### src/rtl/axil_pkg.sv
// Shared response codes and FSM state type for the AXI4-Lite master.
package axil_pkg;

  localparam logic [1:0] OKAY   = 2'b00;
  localparam logic [1:0] SLVERR = 2'b10;

  typedef enum logic [2:0] {
    IDLE,
    WR_REQ,
    WR_RESP,
    RD_REQ,
    RD_DATA,
    DONE
  } axil_state_t;

endpackage

### src/rtl/axil_timeout_ctr.sv
// Saturating cycle counter that flags when an outstanding transaction has waited MAX cycles.
// Only instantiated when AXIL_MASTER_TIMEOUT_EN is defined.
module axil_timeout_ctr
  import axil_pkg::*;
#(
  parameter int MAX = 256
) (
  input  logic aclk,
  input  logic aresetn,
  input  logic clear,
  input  logic enable,
  output logic expired
);

  localparam int W = $clog2(MAX + 1);

  logic [W-1:0] count;

  assign expired = (count == W'(MAX));

  always_ff @(posedge aclk or negedge aresetn) begin
    if (!aresetn) begin
      count <= '0;
    end else if (clear) begin
      count <= '0;
    end else if (enable && !expired) begin
      count <= count + 1'b1;
    end
  end

endmodule

### src/rtl/axi_lite_master.sv
// Single-outstanding AXI4-Lite master bridging a simple host command/response interface.
// Optional debug abort timer compiled in with AXIL_MASTER_TIMEOUT_EN.
module axi_lite_master
  import axil_pkg::*;
#(
  parameter int TIMEOUT_CYCLES = 256
) (
  input  logic        aclk,
  input  logic        aresetn,
  input  logic        cmd_valid,
  output logic        cmd_ready,
  input  logic        cmd_write,
  input  logic [31:0] cmd_addr,
  input  logic [31:0] cmd_wdata,
  input  logic [3:0]  cmd_wstrb,
  output logic        rsp_valid,
  input  logic        rsp_ready,
  output logic [31:0] rsp_rdata,
  output logic [1:0]  rsp_resp,
  output logic        rsp_timeout,
  output logic [31:0] awaddr,
  output logic        awvalid,
  input  logic        awready,
  output logic [31:0] wdata,
  output logic [3:0]  wstrb,
  output logic        wvalid,
  input  logic        wready,
  input  logic [1:0]  bresp,
  input  logic        bvalid,
  output logic        bready,
  output logic [31:0] araddr,
  output logic        arvalid,
  input  logic        arready,
  input  logic [31:0] rdata,
  input  logic [1:0]  rresp,
  input  logic        rvalid,
  output logic        rready
);

  axil_state_t state, state_next;

  logic [31:0] addr_q;
  logic [31:0] wdata_q;
  logic [3:0]  wstrb_q;
  logic        aw_done;
  logic        w_done;
  logic [31:0] rdata_q;
  logic [1:0]  resp_q;

  logic cmd_fire, aw_fire, w_fire, b_fire, ar_fire, r_fire;
  logic abort;

  assign cmd_fire = cmd_valid && cmd_ready;
  assign aw_fire  = awvalid && awready;
  assign w_fire   = wvalid && wready;
  assign b_fire   = bvalid && bready;
  assign ar_fire  = arvalid && arready;
  assign r_fire   = rvalid && rready;

  assign awaddr    = addr_q;
  assign araddr    = addr_q;
  assign wdata     = wdata_q;
  assign wstrb     = wstrb_q;
  assign rsp_rdata = rdata_q;
  assign rsp_resp  = resp_q;

`ifdef AXIL_MASTER_TIMEOUT_EN
  logic busy;
  logic expired;
  logic timeout_q;

  assign busy = (state == WR_REQ) || (state == WR_RESP) ||
                (state == RD_REQ) || (state == RD_DATA);

  axil_timeout_ctr #(
    .MAX(TIMEOUT_CYCLES)
  ) u_timeout_ctr (
    .aclk    (aclk),
    .aresetn (aresetn),
    .clear   (cmd_fire),
    .enable  (busy),
    .expired (expired)
  );

  // A handshake completing on the expiry cycle wins over the abort.
  assign abort       = busy && expired && !b_fire && !r_fire;
  assign rsp_timeout = timeout_q;

  always_ff @(posedge aclk or negedge aresetn) begin
    if (!aresetn) begin
      timeout_q <= 1'b0;
    end else if (cmd_fire) begin
      timeout_q <= 1'b0;
    end else if (abort) begin
      timeout_q <= 1'b1;
    end
  end
`else
  localparam int unused_timeout_cycles = TIMEOUT_CYCLES;

  assign abort       = 1'b0;
  assign rsp_timeout = 1'b0;
`endif

  always_ff @(posedge aclk or negedge aresetn) begin
    if (!aresetn) begin
      state   <= IDLE;
      addr_q  <= '0;
      wdata_q <= '0;
      wstrb_q <= '0;
      aw_done <= 1'b0;
      w_done  <= 1'b0;
      rdata_q <= '0;
      resp_q  <= OKAY;
    end else begin
      state <= state_next;
      if (cmd_fire) begin
        addr_q  <= cmd_addr;
        wdata_q <= cmd_wdata;
        wstrb_q <= cmd_wstrb;
        aw_done <= 1'b0;
        w_done  <= 1'b0;
      end
      if (aw_fire) aw_done <= 1'b1;
      if (w_fire)  w_done  <= 1'b1;
      if (b_fire) begin
        resp_q  <= bresp;
        rdata_q <= '0;
      end
      if (r_fire) begin
        resp_q  <= rresp;
        rdata_q <= rdata;
      end
      if (abort) begin
        resp_q  <= SLVERR;
        rdata_q <= '0;
      end
    end
  end

  // Valids depend only on state and handshake history, never on a ready.
  always_comb begin
    state_next = state;
    cmd_ready  = 1'b0;
    awvalid    = 1'b0;
    wvalid     = 1'b0;
    bready     = 1'b0;
    arvalid    = 1'b0;
    rready     = 1'b0;
    rsp_valid  = 1'b0;
    case (state)
      IDLE: begin
        cmd_ready = aresetn;
        if (cmd_valid && aresetn) state_next = cmd_write ? WR_REQ : RD_REQ;
      end
      WR_REQ: begin
        awvalid = !aw_done;
        wvalid  = !w_done;
        if (aw_done && w_done) state_next = WR_RESP;
      end
      WR_RESP: begin
        bready = 1'b1;
        if (bvalid) state_next = DONE;
      end
      RD_REQ: begin
        arvalid = 1'b1;
        if (arready) state_next = RD_DATA;
      end
      RD_DATA: begin
        rready = 1'b1;
        if (rvalid) state_next = DONE;
      end
      DONE: begin
        rsp_valid = 1'b1;
        if (rsp_ready) state_next = IDLE;
      end
      default: state_next = IDLE;
    endcase
    if (abort) state_next = DONE;
  end

endmodule

### config.mk
export PLATFORM = sky130hd
export DESIGN_NAME = axi_lite_master
export DESIGN_NICKNAME = d
export VERILOG_FILES = /design/src/rtl/axil_pkg.sv /design/src/rtl/axil_timeout_ctr.sv /design/src/rtl/axi_lite_master.sv
export SDC_FILE = /design/constraint.sdc
export NUM_CORES = 1
export LEC_CHECK = 0
export CAP_MARGIN = 20
export CORE_MARGIN = 5
export CORE_UTILIZATION = 35
export CTS_CLUSTER_DIAMETER = 100
export DETAILED_ROUTE_END_ITERATION = 10
export PLACE_DENSITY_LB_ADDON = 0.15
export SYNTH_ARGS = -nofsm -noshare
export SYNTH_HDL_FRONTEND = slang
export SYNTH_SLANG_ARGS = --single-unit
### constraint.sdc
create_clock -name aclk -period 5.19 [get_ports aclk]
set_clock_uncertainty 0.2 [all_clocks]
set_input_delay 1.038 -clock aclk [delete_from_list [all_inputs] [get_ports aclk]]
set_output_delay 1.038 -clock aclk [all_outputs]
set_load 0.05 [all_outputs]
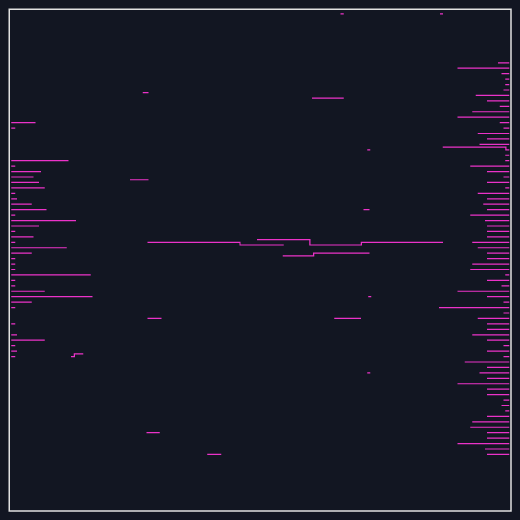
*The metal 3 layer, run 1*
Drawn at 4 px/µm.
share of all routed wire = 5.9%
wire length on this layer = 739 µm
longest straight run = 23.0 µm
main direction = horizontal
nets with wire on the layer = 115

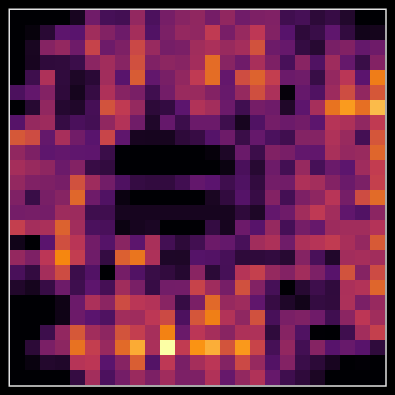
*Wire density map, run 1*
Drawn at 3 px/µm. 25 x 25 tiles, from black (low) to pale yellow (high), scaled to the fullest tile. Values are wire area over tile area, all layers added.
densest ninth of the die = bottom middle
fullest tile = 0.43
mean over tiles = 0.13
tiles over half the peak = 12%
nearly empty tiles = 9.8%
emptiest ninth of the die = middle

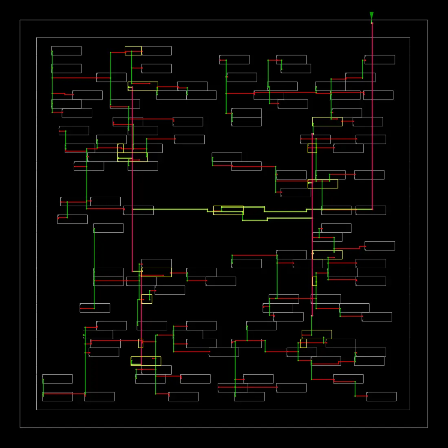
*Clock nets, run 1*
Clk Latency, worst-skew pair: 0.34 ns
registers: 107
clk_buf instances: 12

run 1: cell families after synthesis:
family                 synth area share, %
other                               0.0809
and+or+nand+nor                       3.43
muxes                                 22.7
AOI/OAI and AO/OA                     7.75
buffers and inverters                 8.24
DFF                                   57.8
run 1: worst paths after layout:
| kind | start | to | slack (ns) | depth (start not counted) |
|---|---|---|---|---|
| worst max-delay path | state[0]$_DFFE_PN0P_ | wvalid | 1.64 | 4 |
| worst min-delay path | rsp_rdata[18]$_DFFE_PN0P_ | rsp_rdata[18]$_DFFE_PN0P_ | 0.29 | 1 |
| worst max register to register | state[1]$_DFFE_PN0P_ | wdata[4]$_DFFE_PN0P_ | 2.58 | 4 |
| worst min register to register | rsp_rdata[18]$_DFFE_PN0P_ | rsp_rdata[18]$_DFFE_PN0P_ | 0.29 | 1 |
| max in group asynchronous | aresetn | w_done$_DFFE_PN0P_ | 2.98 | 3 |
| min in group asynchronous | aresetn | rsp_rdata[10]$_DFFE_PN0P_ | 0.65 | 2 |
run 1: registers in the layout, indices dropped and copies added (netlist names):
register / flops
wdata: 32
w_done: 1
rsp_rdata: 32
state: 3
araddr: 32
rsp_resp: 2
wstrb: 4
aw_done: 1
run 1: Yosys cell counts (2+ instances only):
cell type	number
dfrtp_1	107
mux2_4	68
a22o_1	34
buf_4	33
buf_2	8
buf_6	8
nand2_1	8
nor2_1	6
o21ai_0	5
and2_1	3
mux2i_1	2
nand2b_1	2
nand3_1	2
nor2b_1	2
o211ai_1	2
run 1: metal layers:
metal,part of all wire (%),vias up
met5,0,-
met4,1.7,0
met2,52,129
met3,5.9,15
li1,-,1470
met1,41,1595
run 1: critical path: stages (launching register included):
cell             delay [ns]
dfrtp_1                0.61
nor2b_1                0.28
nand2b_1               0.10
nor2_1                 0.15
clkdlybuf4s50_1        0.83
run 1: final cells by class:
type | count | area share [%]
clock inverters | 4 | 0.357
multi-input cells | 143 | 21.5
inverters | 1 | 0.0511
repair buffers | 259 | 35.3
well taps | 176 | 3.00
flip-flops and latches | 107 | 36.4
clock buffers | 12 | 3.35
==> flow_summary.yaml, run 1 <==
# synthesis and place-and-route metrics
final_layout:
  num-fill-cells: 1066
  syn_to_final_growth_pct: 58.7
  instances_no_fill: 702
  drive_gt1_share_pct: 17.5
hold_path:
  hold_path_class: "flip-flop to flip-flop"
job:
  warnings: 26
  drv_cap: 0
global_route:
  use_met1_pct: 18.5
  use_met3_pct: 4.39
synth:
  async_reset_ff_share_pct: 100
  flop_cell: "dfrtp_1"
  ys_types: 25
  synth-edff-count: 0
  ys_seq_share_pct: 57.8
  syn_area_per_cell_um2: 15.4
route:
  drc_errors: 0
  wl_per_cell_um: 17.9
final_timing:
  fin_tns_setup_ns: 0
  finalCriticalPeriod_ns: 3.55
  whs_ns: 0.295
setup_path:
  cp-start-kind: "flip-flop"
place:
  placed_area_um2: 7050
floorplanning:
  chipArea_um2: 15600
outcome:
  status: "finished, final reports clean"
### Cell sizes after repair, run 1

Drawn at 4 px/µm.
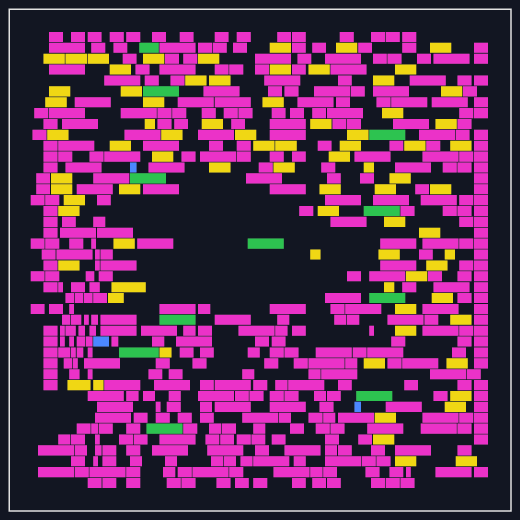

--- run 2 (diff from run 1) ---
==> constraint.sdc (replaced) <==
create_clock -name aclk -period 3.4 [get_ports aclk]
set_clock_uncertainty 0.2 [all_clocks]
set_input_delay 0.68 -clock aclk [delete_from_list [all_inputs] [get_ports aclk]]
set_output_delay 0.68 -clock aclk [all_outputs]
set_load 0.05 [all_outputs]
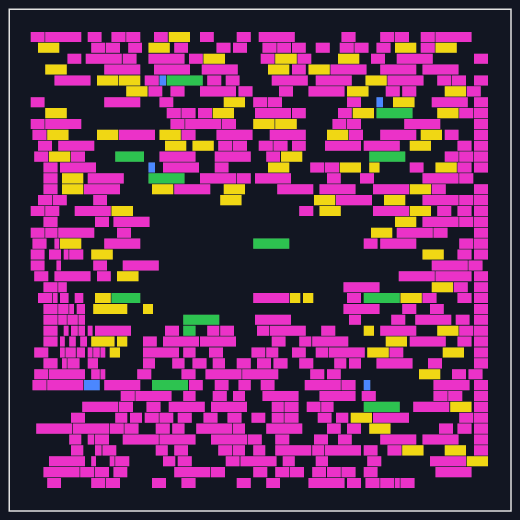
*Cell sizes after repair, run 2*
Drawn at 4 px/µm.
_2 cells -> blue  # cells 5, share 0.95%
_6 and larger -> green  # cells 12, share 2.3%
_3 and _4 cells -> yellow  # cells 78, share 15%
_0 and _1 cells -> magenta  # cells 431, share 82%

==> run 2 against run 1 <==
  * Core utilization about the same
  * Setup slack got worse by 1.4 ns
  * Clock-buffer cell count shrank 3
  * First-iteration DRC count shrank 21%
  * Critical path depth unchanged
  * Flip-flop count is the same
  * Non-clock buffer count did not move
  * Synthesized cell count unchanged
  * Critical path type unchanged
==> flow_summary.yaml, run 2 <==
# synthesis and place-and-route metrics
route:
  drc_errors: 0
  wl_per_cell_um: 17.9
synth:
  flop_cell: "dfrtp_1"
  async_reset_ff_share_pct: 100
  ys_seq_share_pct: 57.8
  syn_area_per_cell_um2: 15.4
final_layout:
  syn_to_final_growth_pct: 58.7
clock_network:
  insertion_delay_ns: 0.35
job:
  drv_cap: 0
  warnings: 26
setup_path:
  cpPeakStageDelay_ns: 0.82
  cp_slowest_cell: "clkdlybuf4s50_1"
  reg2reg_from: "state[0]$_DFFE_PN0P_"
  rrSetupSlack_ns: 1.18
  cp-start-kind: "flip-flop"
outcome:
  status: "finished, final reports clean"
final_timing:
  finalCriticalPeriod_ns: 3.17
  fin_tns_setup_ns: 0
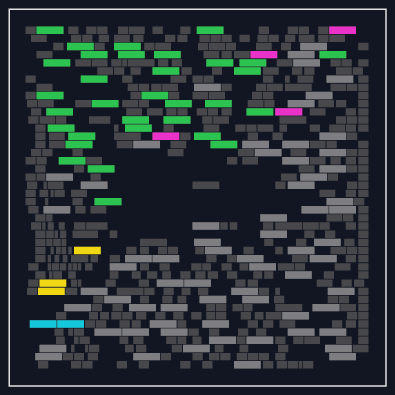
*Sequential cells coloured by netlist name, run 2*
Drawn at 3 px/µm.
wstrb -> magenta  # flops 4
rsp_resp -> cyan  # flops 2
state -> yellow  # flops 3
wdata -> green  # flops 32
not coloured = 66
sequential cell area share: 36.4%
register area: 2680 µm²

[run 2: cell types whose count changed in the layout (fill, tap and decap cells not counted)]
cell	previous run	this run
buf_16	1	0
clkinvlp_4	1	2
clkbuf_1	2	0
clkbuf_8	1	0
clkinv_2	2	4
buf_12	0	2
inv_6	0	1
clkinv_4	1	0
clkdlybuf4s50_1	253	252
[run 2: worst max path at each step]
stage / from / endpoint / slack [ns] / cells after the start
after detailed placement: state[0]$_DFFE_PN0P_ / awvalid / 0.60 / 4
after CTS: state[0]$_DFFE_PN0P_ / awvalid / 0.19 / 4
after floorplan: state[0]$_DFFE_PN0P_ / awvalid / 0.98 / 4
after global routing: state[0]$_DFFE_PN0P_ / wvalid / 0.02 / 4
final: state[0]$_DFFE_PN0P_ / wvalid / 0.23 / 4
after global placement: state[0]$_DFFE_PN0P_ / wvalid / 0.59 / 4
[run 2: cell families (layout without fill, tap and decap cells)]
family | Yosys count | in the layout | synth area share, %
flip-flops | 107 | 107 | 57.8
multiplexers | 71 | 71 | 22.7
buffers and inverters | 50 | 276 | 8.24
AND-OR/OR-AND | 44 | 44 | 7.75
AND/OR/NAND/NOR | 27 | 27 | 3.43
other | 1 | 1 | 0.0809
[run 2: layer usage]
| layer | GRT usage (%) | up-vias | share of wire, % |
|---|---|---|---|
| li1 | - | 1470 | - |
| met1 | 18.6 | 1581 | 40 |
| met2 | 27.1 | 133 | 51 |
| met3 | 4.05 | 25 | 6.0 |
| met4 | 7.72 | 0 | 3.2 |
| met5 | 0 | - | 0 |
[run 2: cell type report]
| type | count | area share (%) |
|---|---|---|
| flip-flops and latches | 107 | 36.4 |
| clock buffers | 9 | 3.06 |
| multi-input cells | 143 | 21.5 |
| repair buffers | 259 | 35.4 |
| well taps | 176 | 3.00 |
| clock inverters | 7 | 0.596 |
| inverters | 1 | 0.0511 |
[run 2: metrics by stage]
stage / hold slack [ns] / instance area [µm²]
floorplan: 0.184 / 4630
global placement: 0.285 / 7080
detailed placement: 0.280 / 7080
CTS: 0.239 / 7350
global route: 0.274 / 7350
finish: 0.226 / 7350
--- run 3 (diff from run 2) ---
--- a/config.mk
+++ b/config.mk
@@ -6,7 +6,7 @@
 export NUM_CORES = 1
 export LEC_CHECK = 0
 export CAP_MARGIN = 20
-export CORE_MARGIN = 5
+export CORE_MARGIN = 10
 export CORE_UTILIZATION = 35
 export CTS_CLUSTER_DIAMETER = 100
 export DETAILED_ROUTE_END_ITERATION = 10
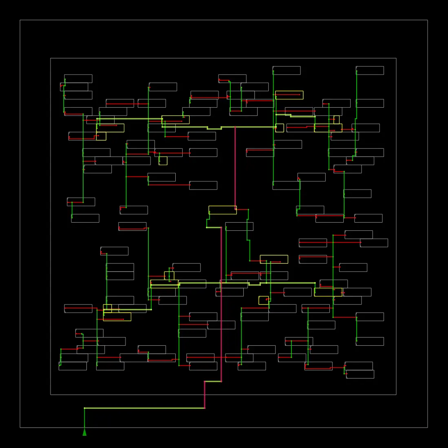
*Clock nets, run 3*
Num CTS Buffers: 9
clk_buf instances: 9
# clock sinks: 107

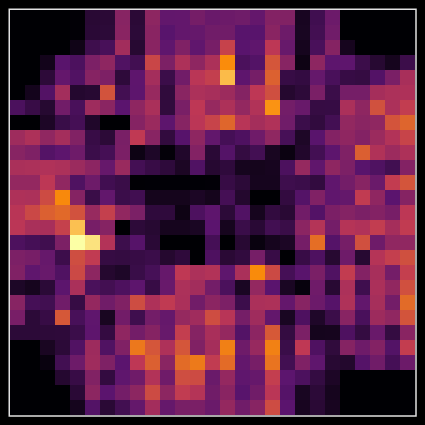
*Wire density map, run 3*
Drawn at 3 px/µm. 27 x 27 tiles, from black (low) to pale yellow (high), scaled to the fullest tile. Values are wire area over tile area, all layers added.
vias: 3185
final wirelength: 14.0 mm
Total GRT Usage: 14.9%
routed wire length per instance: 19.9 µm

==> run 3 against run 2 <==
  * Critical path depth unchanged
  * Largest cell class unchanged
  * Register-to-register slack got worse by 0.05 ns
  * Via count is 0.75% lower
  * Sequential share of layout area down 0.14 points
  * Synthesized area unchanged
  * First-iteration DRC count fell by 4.4%
  * Synthesized cell count is the same
  * Clock-buffer cell count unchanged
==> flow_summary.yaml, run 3 <==
# synthesis and place-and-route metrics
outcome:
  status: "finished, final reports clean"
synth:
  yosysChipArea_um2: 4630
  async_reset_ff_share_pct: 100
  flop_cell: "dfrtp_1"
  syn_area_per_cell_um2: 15.4
  ys_sh_mux_pct: 22.7
  yosysTopAreaCell: "dfrtp_1"
  compound_area_share_pct: 7.75
  ys_sh_simple_pct: 3.43
  ys_seq_share_pct: 57.8
  logic_family: "multiplexers"
  adder_share_pct: 0
  xor_share_pct: 0
route:
  drc_errors: 0
place:
  place_ws_ns: 0.598
  io_buffers: 254
floorplanning:
  die_h_um: 135
  core_area_um2: 12800
  chipArea_um2: 18200
  initCoreUtil_pct: 36.3
setup_path:
  cp_slowest_cell: "clkdlybuf4s50_1"
  rrSetupSlack_ns: 1.13
  cp-start-kind: "flip-flop"
  cpPeakStageDelay_ns: 0.83
  crit_end: "wvalid"
  critical_path_depth: 4
  reg2reg_from: "state[0]$_DFFE_PN0P_"
  startpoint: "state[0]$_DFFE_PN0P_"
  critical_path_arrival_ns: 2.33
global_route:
  antenna_found_initial: 1
clock_network:
  clockBufferDepth: 2
  insertion_delay_ns: 0.34
  clk_pin_slew_ns: 0.07
final_layout:
  num-fill-cells: 1054
  syn_to_final_growth_pct: 59.2
  lay_top_cells: "clkdlybuf4s50_1 (252), dfrtp_1 (107), mux2_4 (68), a22o_1 (34), clkbuf_16 (9)"
  regArea_um2: 2680
job:
  warnings: 26
  drv_cap: 0
final_timing:
  fin_tns_setup_ns: 0
  whs_ns: 0.297
  finalCriticalPeriod_ns: 3.21
  fmax_mhz: 312
hold_path:
  hold_path_class: "flip-flop to flip-flop"
## run 3: routing by layer
| metal | vias to the layer above | wire (µm) | global-route usage, % |
|---|---|---|---|
| met3 | 8 | 1200 | 6.16 |
| li1 | 1476 | - | - |
| met4 | 0 | 124 | 3.95 |
| met1 | 1557 | 5380 | 16.4 |
| met2 | 144 | 7250 | 25.8 |
| met5 | - | 0 | 0 |
## run 3: final cells by class
type	instances	area share, %
flip-flops and latches	107	36.3
repair buffers	260	35.5
well taps	172	2.92
clock inverters	7	0.729
diodes	1	0.0339
clock buffers	9	3.05
inverters	1	0.0509
multi-input cells	143	21.4
## run 3: worst min path at each step
stage                           endpoint                 startpoint  cells after the start
4_1_cts        rsp_rdata[29]$_DFFE_PN0P_  rsp_rdata[29]$_DFFE_PN0P_                      1
3_3_place_gp   rsp_rdata[29]$_DFFE_PN0P_  rsp_rdata[29]$_DFFE_PN0P_                      1
5_1_grt             wstrb[1]$_DFFE_PN0P_       wstrb[1]$_DFFE_PN0P_                      1
3_5_place_dp   rsp_rdata[18]$_DFFE_PN0P_  rsp_rdata[18]$_DFFE_PN0P_                      1
2_1_floorplan      araddr[0]$_DFFE_PN0P_                    aresetn                      0
6_report       rsp_rdata[10]$_DFFE_PN0P_  rsp_rdata[10]$_DFFE_PN0P_                      1
## run 3: kinds of logic (layout without fill, tap and decap cells)
group                  Yosys count  count (layout)
other                            1               2
buffers and inverters           50             277
multiplexers                    71              71
flip-flops                     107             107
AND/OR/NAND/NOR                 27              27
AND-OR/OR-AND                   44              44
## run 3: metrics by stage
stage	area, µm²	std cells
after floorplan	4630	300
after global placement	7100	683
after detailed placement	7100	683
after CTS	7380	699
after global routing	7380	699
final	7380	700
